$ cat src/rtl/cheshire_idma_desc_fetch.sv
// Linked-list descriptor frontend for the Cheshire iDMA: fetches 4-word
// descriptors over a single-outstanding memory port and emits one 1D job each.
module cheshire_idma_desc_fetch #(
   parameter int unsigned AddrWidth   = 64,
   parameter int unsigned LenWidth    = 32,
   parameter int unsigned MaxInFlight = 4
) (
   input  logic                 clk_i,
   input  logic                 rst_ni,
   input  logic                 start_i,
   input  logic [AddrWidth-1:0] head_addr_i,
   input  logic                 irq_clr_i,
   output logic                 busy_o,
   output logic                 irq_o,
   output logic                 error_o,
   output logic [31:0]          jobs_done_o,
   output logic                 mem_req_o,
   output logic [AddrWidth-1:0] mem_addr_o,
   input  logic                 mem_gnt_i,
   input  logic                 mem_rvalid_i,
   input  logic [63:0]          mem_rdata_i,
   input  logic                 mem_err_i,
   output logic                 job_valid_o,
   input  logic                 job_ready_i,
   output logic [AddrWidth-1:0] job_src_o,
   output logic [AddrWidth-1:0] job_dst_o,
   output logic [LenWidth-1:0]  job_len_o,
   input  logic                 job_done_i
);

   localparam int unsigned CntWidth = $clog2(MaxInFlight + 1);
   localparam logic [CntWidth-1:0] MaxCnt = CntWidth'(MaxInFlight);

   typedef enum logic [2:0] {StIdle, StReq, StWait, StEmit, StDrain} state_e;

   state_e               state, state_next;
   logic [AddrWidth-1:0] cur, cur_next;
   logic [1:0]           k, k_next;
   logic [AddrWidth-1:0] next_ptr, src, dst;
   logic [LenWidth-1:0]  len;
   logic [CntWidth-1:0]  inflight, inflight_next;
   logic [31:0]          jobs_done;
   logic                 irq, error;
   logic                 irq_set, err_set, clr_jobs;
   logic                 job_hs, done_cnt, desc_done;

   // All outputs decode registered state only, so no input reaches them combinationally.
   assign busy_o      = (state != StIdle);
   assign mem_req_o   = (state == StReq);
   assign mem_addr_o  = cur + AddrWidth'({k, 3'b000});
   assign job_valid_o = (state == StEmit) && (len != '0) && (inflight < MaxCnt);
   assign job_src_o   = src;
   assign job_dst_o   = dst;
   assign job_len_o   = len;
   assign irq_o       = irq;
   assign error_o     = error;
   assign jobs_done_o = jobs_done;

   assign job_hs   = job_valid_o & job_ready_i;
   // Retire pulses with nothing in flight are spurious and dropped.
   assign done_cnt = job_done_i & (inflight != '0);

   // In-flight job counter update.
   always_comb begin
      inflight_next = inflight;
      unique case ({job_hs, done_cnt})
         2'b10:   inflight_next = inflight + CntWidth'(1);
         2'b01:   inflight_next = inflight - CntWidth'(1);
         default: inflight_next = inflight;
      endcase
   end

   // Chain-walk FSM next state and flag set requests.
   always_comb begin
      state_next = state;
      cur_next   = cur;
      k_next     = k;
      irq_set    = 1'b0;
      err_set    = 1'b0;
      clr_jobs   = 1'b0;
      desc_done  = 1'b0;
      unique case (state)
         StIdle: begin
            if (start_i) begin
               if (head_addr_i == '0) begin
                  irq_set = 1'b1;
               end else if (head_addr_i[2:0] != 3'b000) begin
                  err_set = 1'b1;
                  irq_set = 1'b1;
               end else begin
                  cur_next   = head_addr_i;
                  k_next     = 2'd0;
                  clr_jobs   = 1'b1;
                  state_next = StReq;
               end
            end
         end
         StReq: begin
            if (mem_gnt_i) state_next = StWait;
         end
         StWait: begin
            if (mem_rvalid_i) begin
               if (mem_err_i) begin
                  err_set    = 1'b1;
                  state_next = StDrain;
               end else if (k != 2'd3) begin
                  k_next     = k + 2'd1;
                  state_next = StReq;
               end else begin
                  state_next = StEmit;
               end
            end
         end
         StEmit: begin
            // Zero-length descriptors are skipped without producing a job.
            desc_done = (len == '0) | job_hs;
            if (desc_done) begin
               if (next_ptr == '0) begin
                  state_next = StDrain;
               end else if (next_ptr[2:0] != 3'b000) begin
                  err_set    = 1'b1;
                  state_next = StDrain;
               end else begin
                  cur_next   = next_ptr;
                  k_next     = 2'd0;
                  state_next = StReq;
               end
            end
         end
         StDrain: begin
            // Look at the next count so the final retire raises irq one cycle later.
            if (inflight_next == '0) begin
               irq_set    = 1'b1;
               state_next = StIdle;
            end
         end
         default: state_next = StIdle;
      endcase
   end

   // Control state, counters and sticky flags; a set beats a same-cycle clear.
   always_ff @(posedge clk_i or negedge rst_ni) begin
      if (!rst_ni) begin
         state     <= StIdle;
         cur       <= '0;
         k         <= 2'd0;
         inflight  <= '0;
         jobs_done <= '0;
         irq       <= 1'b0;
         error     <= 1'b0;
      end else begin
         state    <= state_next;
         cur      <= cur_next;
         k        <= k_next;
         inflight <= inflight_next;
         irq      <= irq_set | (irq & ~irq_clr_i);
         error    <= err_set | (error & ~irq_clr_i);
         if (clr_jobs) begin
            jobs_done <= '0;
         end else if (done_cnt) begin
            jobs_done <= jobs_done + 32'd1;
         end
      end
   end

   // Descriptor word capture, indexed by the word currently being fetched.
   always_ff @(posedge clk_i or negedge rst_ni) begin
      if (!rst_ni) begin
         next_ptr <= '0;
         src      <= '0;
         dst      <= '0;
         len      <= '0;
      end else if (state == StWait && mem_rvalid_i) begin
         unique case (k)
            2'd0: next_ptr <= mem_rdata_i[AddrWidth-1:0];
            2'd1: src      <= mem_rdata_i[AddrWidth-1:0];
            2'd2: dst      <= mem_rdata_i[AddrWidth-1:0];
            2'd3: len      <= mem_rdata_i[LenWidth-1:0];
            default: ;
         endcase
      end
   end

endmodule
$ cat config.mk
export PLATFORM = sky130hd
export DESIGN_NAME = cheshire_idma_desc_fetch
export DESIGN_NICKNAME = d
export VERILOG_FILES = /design/src/rtl/cheshire_idma_desc_fetch.sv
export SDC_FILE = /design/constraint.sdc
export NUM_CORES = 1
export LEC_CHECK = 0
export ABC_CLOCK_PERIOD_IN_PS = 2770
export CAP_MARGIN = 10
export CORE_ASPECT_RATIO = 1.4
export CORE_MARGIN = 2
export CORE_UTILIZATION = 45
export DETAILED_ROUTE_END_ITERATION = 7
export PLACE_DENSITY = 0.81
export SYNTH_ARGS = -nofsm -noshare
export SYNTH_HDL_FRONTEND = slang
export SYNTH_SLANG_ARGS = --single-unit
$ cat constraint.sdc
create_clock -name clk_i -period 2.77 [get_ports clk_i]
set_input_delay 0.4155 -clock clk_i [delete_from_list [all_inputs] [get_ports clk_i]]
set_output_delay 0.4155 -clock clk_i [all_outputs]
set_load 0.05 [all_outputs]
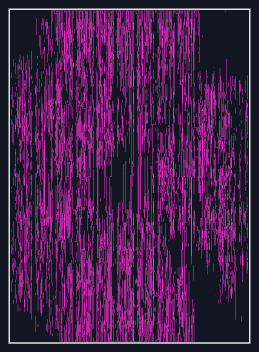
Figure 1: run 1, signal wires on met2.
(1.5 px per um)
The layer holds 56% of the routed length. 1771 nets have wire on it. The longest straight run is 89.1 um. The layer carries 27.4 mm of wire. The wires run mostly vertical.
met2 Use GR: 52.3%
routed wire length: 49400 um

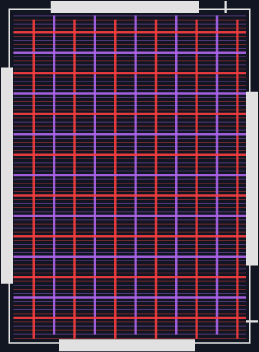
Figure 2: run 1, PDN straps and rails.
(1.5 px per um) Pins as bars on the die edge.
VSS: in red. VDD: in purple.
15 straps on met5. The core has 79 rows. 398 signal pins sit on the boundary. 80 met1 rails follow the rows.

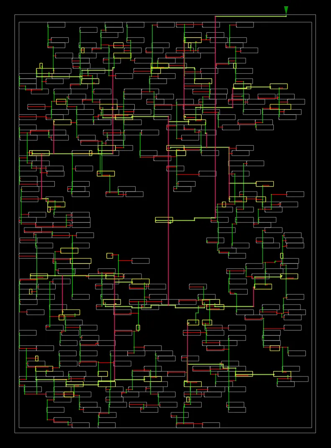
Figure 3: run 1, clock wiring as the flow saved it.
Late-Pin Clk Latency: 530 ps
seq_cells: 330

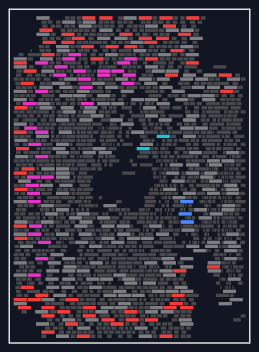
Figure 4: run 1, sequential cells coloured by netlist name.
(1.5 px per um)
inflight: in blue, flops 3. job_len_o: in magenta, flops 32. job_src_o: in red, flops 64, where all over the die. k: in cyan, flops 2.
Another 229 sequential cells are not coloured.
final core occ: 72.1%
seq pwr: 0.00825 W
register area: 0.00827 mm2

==> Changelog: implementation, run 1 <==
### Metrics

- Post-Route M1 WL: around 18000 um
- Cell Type Count: between 40 and 50
- Crit. Startpoint: k[0]
- Setup slack, reg-to-reg: -190 ps
- Initial antenna violation count: 0
- Nets at Floorplan: approximately 1300
- Min cycle time layout: between 3000 and 4000 ps
- Critical setup path kind: reg2out
- Total global routing overflow: 0
- Final worst-path setup slack: -738 ps
- H-tree depth: 2
- CTS tree: done
- First-pass iteration count of the detailed router: 5
- Combinational Power Share: between 50% and 60%
- Post-route insts no fill: 2181
- FF-to-FF Start: job_len_o[21]
- FF-to-FF End: state[2]
- Critical Path Sink Type: primary output
- Longest Clk Path Bufs: 3
- Clock power frac: between 10% and 20%
- Post-synthesis cell count: 1165
- Clock skew: roughly 22 ps
- DRC violations left: 0
- Post-synth EDFFs: 0
- Total CTS buffers: 36
- Vias per inst: between 5 and 6
- Worst Hold Class: in2async
- WHS: approximately 490 ps
- Tcrit/Tclk final: 127%
- Layout area overhead: 57.8%
- Failing checks: negative setup slack
- Final setup fails: around 51
- Slew HR: 55.4%
- Post-synth regs: about 330
- Worst Path Max Fanout: 7
- DR vias: around 12000
- Pins Over Slew Limit: 0
- Crit path launch type: flop
- Routability Congestion: approximately 0.88
- Outcome: finished, violations left
- DRT iter0 DRCs: approximately 730
- Die height: approximately 220 um
- Tightest Pin Transition: roughly 670 ps
## run 1: Yosys cell counts (2+ instances only)
master | number | area (um2)
buf_4 | 3 | 22.5
or2_2 | 2 | 12.5
and3_1 | 11 | 68.8
a21oi_1 | 4 | 20.0
ha_1 | 8 | 100
and2_1 | 6 | 37.5
o21ai_0 | 3 | 15.0
nand3b_1 | 2 | 15.0
dfrtp_1 | 330 | 8260
buf_6 | 7 | 78.8
or3_1 | 6 | 37.5
buf_2 | 2 | 10.0
nand3_1 | 29 | 145
nor4_4 | 2 | 42.5
nand2b_1 | 3 | 18.8
fa_1 | 2 | 40.0
clkbuf_1 | 31 | 116
nor2b_1 | 5 | 31.3
nor4_1 | 42 | 263
nor4_2 | 2 | 25.0
xnor2_1 | 67 | 587
inv_1 | 21 | 78.8
xor2_1 | 26 | 228
nor2_1 | 66 | 248
o211ai_1 | 3 | 22.5
o2bb2ai_1 | 2 | 17.5
nand4_2 | 3 | 37.5
nor3_1 | 12 | 60.1
mux2_2 | 333 | 3750
mux2_1 | 3 | 33.8
mux2i_1 | 14 | 140
nand4_1 | 30 | 188
buf_1 | 4 | 15.0
and4_1 | 11 | 96.3
nand2_1 | 56 | 210
## run 1: repair_timing
action / 4_1_cts / 5_1_grt
hold endpoints to repair: 66 / 0
pin swaps: 30 / 42
hold buffers: 1 / 0
setup buffers: 26 / 13
endpoints found under the setup margin: 59 / 115
gates resized: 106 / 54
## run 1: area by class of cell
| type | instances | area share [%] |
|---|---|---|
| flip-flops and latches | 330 | 34.4 |
| inverters | 21 | 0.328 |
| well taps | 445 | 2.32 |
| repair buffers | 553 | 24.8 |
| clock inverters | 7 | 0.427 |
| multi-input cells | 767 | 33.1 |
| clock buffers | 58 | 4.65 |
## run 1: critical path, stage by stage, from the launching register on
cell and delay (ps):
dfrtp_1 350, ha_2 190, inv_2 40, fa_2 330, nand3b_1 200, nor4_2 190
nand4_1 240, nor4_4 200, buf_6 160, nand4_1 210, xnor2_4 270, buf_12 160
## run 1: registers in the layout, indices dropped and copies added (netlist names)
| name | count |
|---|---|
| next_ptr | 64 |
| k | 2 |
| job_dst_o | 64 |
| cur | 64 |
| job_len_o | 32 |
| jobs_done_o | 32 |
| job_src_o | 64 |
| state | 3 |
| error_o | 1 |
| inflight | 3 |
| irq_o | 1 |
## run 1: power groups by stage
stage	logic, W	clock network (W)	registers [W]
after detailed placement	0.0133	0	0.00813
final	0.0137	0.00489	0.00825
after global placement	0.0131	0	0.00802
after global routing	0.0142	0.00517	0.00846
after floorplan	0.00508	0	0.0106
after CTS	0.0137	0.00496	0.00815
## run 1: metal layers
metal	vias up	track usage, %
met2	399	52.3
met4	0	9.00
met3	88	5.76
met5	-	0
li1	5263	-
met1	6013	30.6
## run 1: placed cells by master, fill, tap and decap left out, drive strengths merged, types with 4 or more instances in the layout
master / instances
and4: 11
nand4: 34
nand2: 56
or3: 6
ha: 8
mux2: 336
clkdlybuf4s50: 335
and2: 6
and3: 11
buf: 217
inv: 21
nor3: 13
clkinv: 4
mux2i: 14
clkbuf: 58
nand3: 29
nor2b: 5
a21oi: 4
xnor2: 67
nor2: 66
o21ai: 4
xor2: 26
dfrtp: 330
nor4: 46
## Run 2: what changed since run 1
- CTS_CLUSTER_SIZE: default -> 24
- REMOVE_ABC_BUFFERS: default -> 1
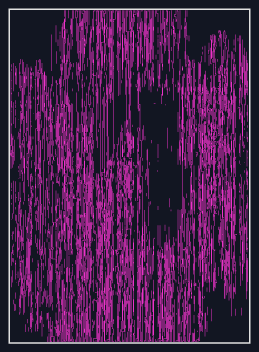
Figure 5: run 2, signal wires on met2.
(1.5 px per um)
The longest straight run is 104 um. The layer carries 27.3 mm of wire. The wires run mostly vertical.

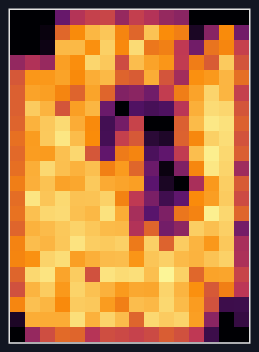
Figure 6: run 2, placement density heat map.
(1.5 px per um) 16 x 22 tiles, from black (low) to pale yellow (high), 0 to 100% covered.
The fullest tile reaches 98%. The mean over all tiles is 65%. 5.4% of the tiles are nearly empty.

==> Changelog: implementation, run 2 <==
### Metrics

- Combinational Power Share: 51.4%
- Outcome: finished, violations left
- Routability Congestion: around 0.88
- Most used logic cell in the final layout: clkdlybuf4s50_1
- Final worst-path setup slack: -873 ps
- Crit. Startpoint: cur[3]
- Slew HR: 46.9%
- Final setup fails: roughly 55
- Setup slack, reg-to-reg: -200 ps
- Initial antenna violation count: 2
- Cell Type Count: 49
- H-tree depth: 2
- Tcrit/Tclk final: 132%
- Commonest cells post-synth: 333 x mux2_2, 330 x dfrtp_1, 67 x xnor2_1, 66 x nor2_1, 56 x nand2_1
- Crit path cell chain: ha_2, inv_2, fa_2, nand3b_1, buf_4, buf_6, nor3_4, nand2_4, nor3_4, buf_6, nand4_1, xnor2_2, buf_12
- FF-to-FF End: state[2]
- Total CTS buffers: 34
- Failing checks: negative setup slack
- Worst Path Max Fanout: 5
- DRT iter0 DRCs: about 630
- Crit path max-delay family: simple AND/OR/NAND/NOR gates
- Met1 Use GR: a little under a third
- FF-to-FF Start: job_len_o[1]
-- run 2: netlist changes by cell type in the layout (fill, tap and decap cells not counted), moves of 7 or more --
| cell | previous run | this run |
|---|---|---|
| xnor2_4 | 29 | 15 |
| buf_4 | 131 | 144 |
| buf_12 | 72 | 64 |
| xnor2_2 | 14 | 22 |
| buf_6 | 13 | 20 |
| nand2_4 | 9 | 16 |
| nor4_2 | 8 | 1 |
-- run 2: metal layers --
metal,wire (um),up-vias
li1,-,5295
met1,17900,6097
met2,27300,484
met3,3330,125
met4,2240,2
met5,13,-
-- run 2: cell families (layout without fill, tap and decap cells) --
kind of cell	count (synthesis)	in the layout
other	0	2
AND/OR/NAND/NOR	295	295
buffers and inverters	68	651
multiplexers	350	350
XOR/XNOR	93	93
adder cells (fa/ha/maj)	10	10
flip-flops	330	330
AND-OR/OR-AND	19	19
-- run 2: layout make-up --
class,count,area [um2]
diodes,2,5.00
clock buffers,47,940
clock inverters,14,158
fillers,2214,9660
inverters,21,78.8
multi-input cells,767,7590
flip-flops and latches,330,8270
well taps,445,557
repair buffers,569,6060
-- run 2: worst max-delay path by stage --
stage / endpoint / slack [ps] / cells after the start
finish: mem_addr_o[39] / -870 / 13
floorplan: job_valid_o / -1520 / 2
global placement: mem_addr_o[55] / -410 / 11
global route: mem_addr_o[61] / -1020 / 13
detailed placement: mem_addr_o[55] / -480 / 11
CTS: mem_addr_o[61] / -730 / 13
-- run 2: timing repair --
| action | 4_1_cts | 5_1_grt |
|---|---|---|
| setup endpoints to repair | 60 | 113 |
| pin swaps | 43 | 37 |
| endpoints found under the hold margin | 66 | 0 |
| setup buffers | 18 | 18 |
| hold buffers | 1 | 0 |
| gates resized | 123 | 69 |
-- run 2: worst reg2reg max path, cell delays in order, from the launching register on --
cell,delay [ps]
dfrtp_1,370
nor4_1,280
buf_4,160
nand4_1,220
nor2_2,220
nor2_1,60
nand2_1,70
ha_2,190
inv_2,40
fa_2,320
xor2_1,140
nor2_1,140
xnor2_1,180
and3_1,220
o2111ai_1,110
o2bb2ai_1,140
-- run 2: power by group through the flow --
| stage | Clock [W] | Combinational [W] | Sequential [W] |
|---|---|---|---|
| detailed placement | 0 | 0.0129 | 0.00808 |
| finish | 0.00457 | 0.0135 | 0.00825 |
| global route | 0.00485 | 0.0141 | 0.00844 |
| global placement | 0 | 0.0127 | 0.00798 |
| floorplan | 0 | 0.00475 | 0.0105 |
| CTS | 0.00464 | 0.0134 | 0.00813 |
-- run 2: through the flow --
step	std cells	hold slack, ps	worst slack [ps]	power [W]	instance area, um2
floorplan	1118	120	-1520	0.0152	15000
global placement	2103	485	-411	0.0207	21300
detailed placement	2103	486	-478	0.0210	21300
CTS	2181	500	-726	0.0262	23200
global route	2194	521	-1020	0.0273	23700
finish	2195	501	-873	0.0264	23700
Power and IR drop assume default switching activity.
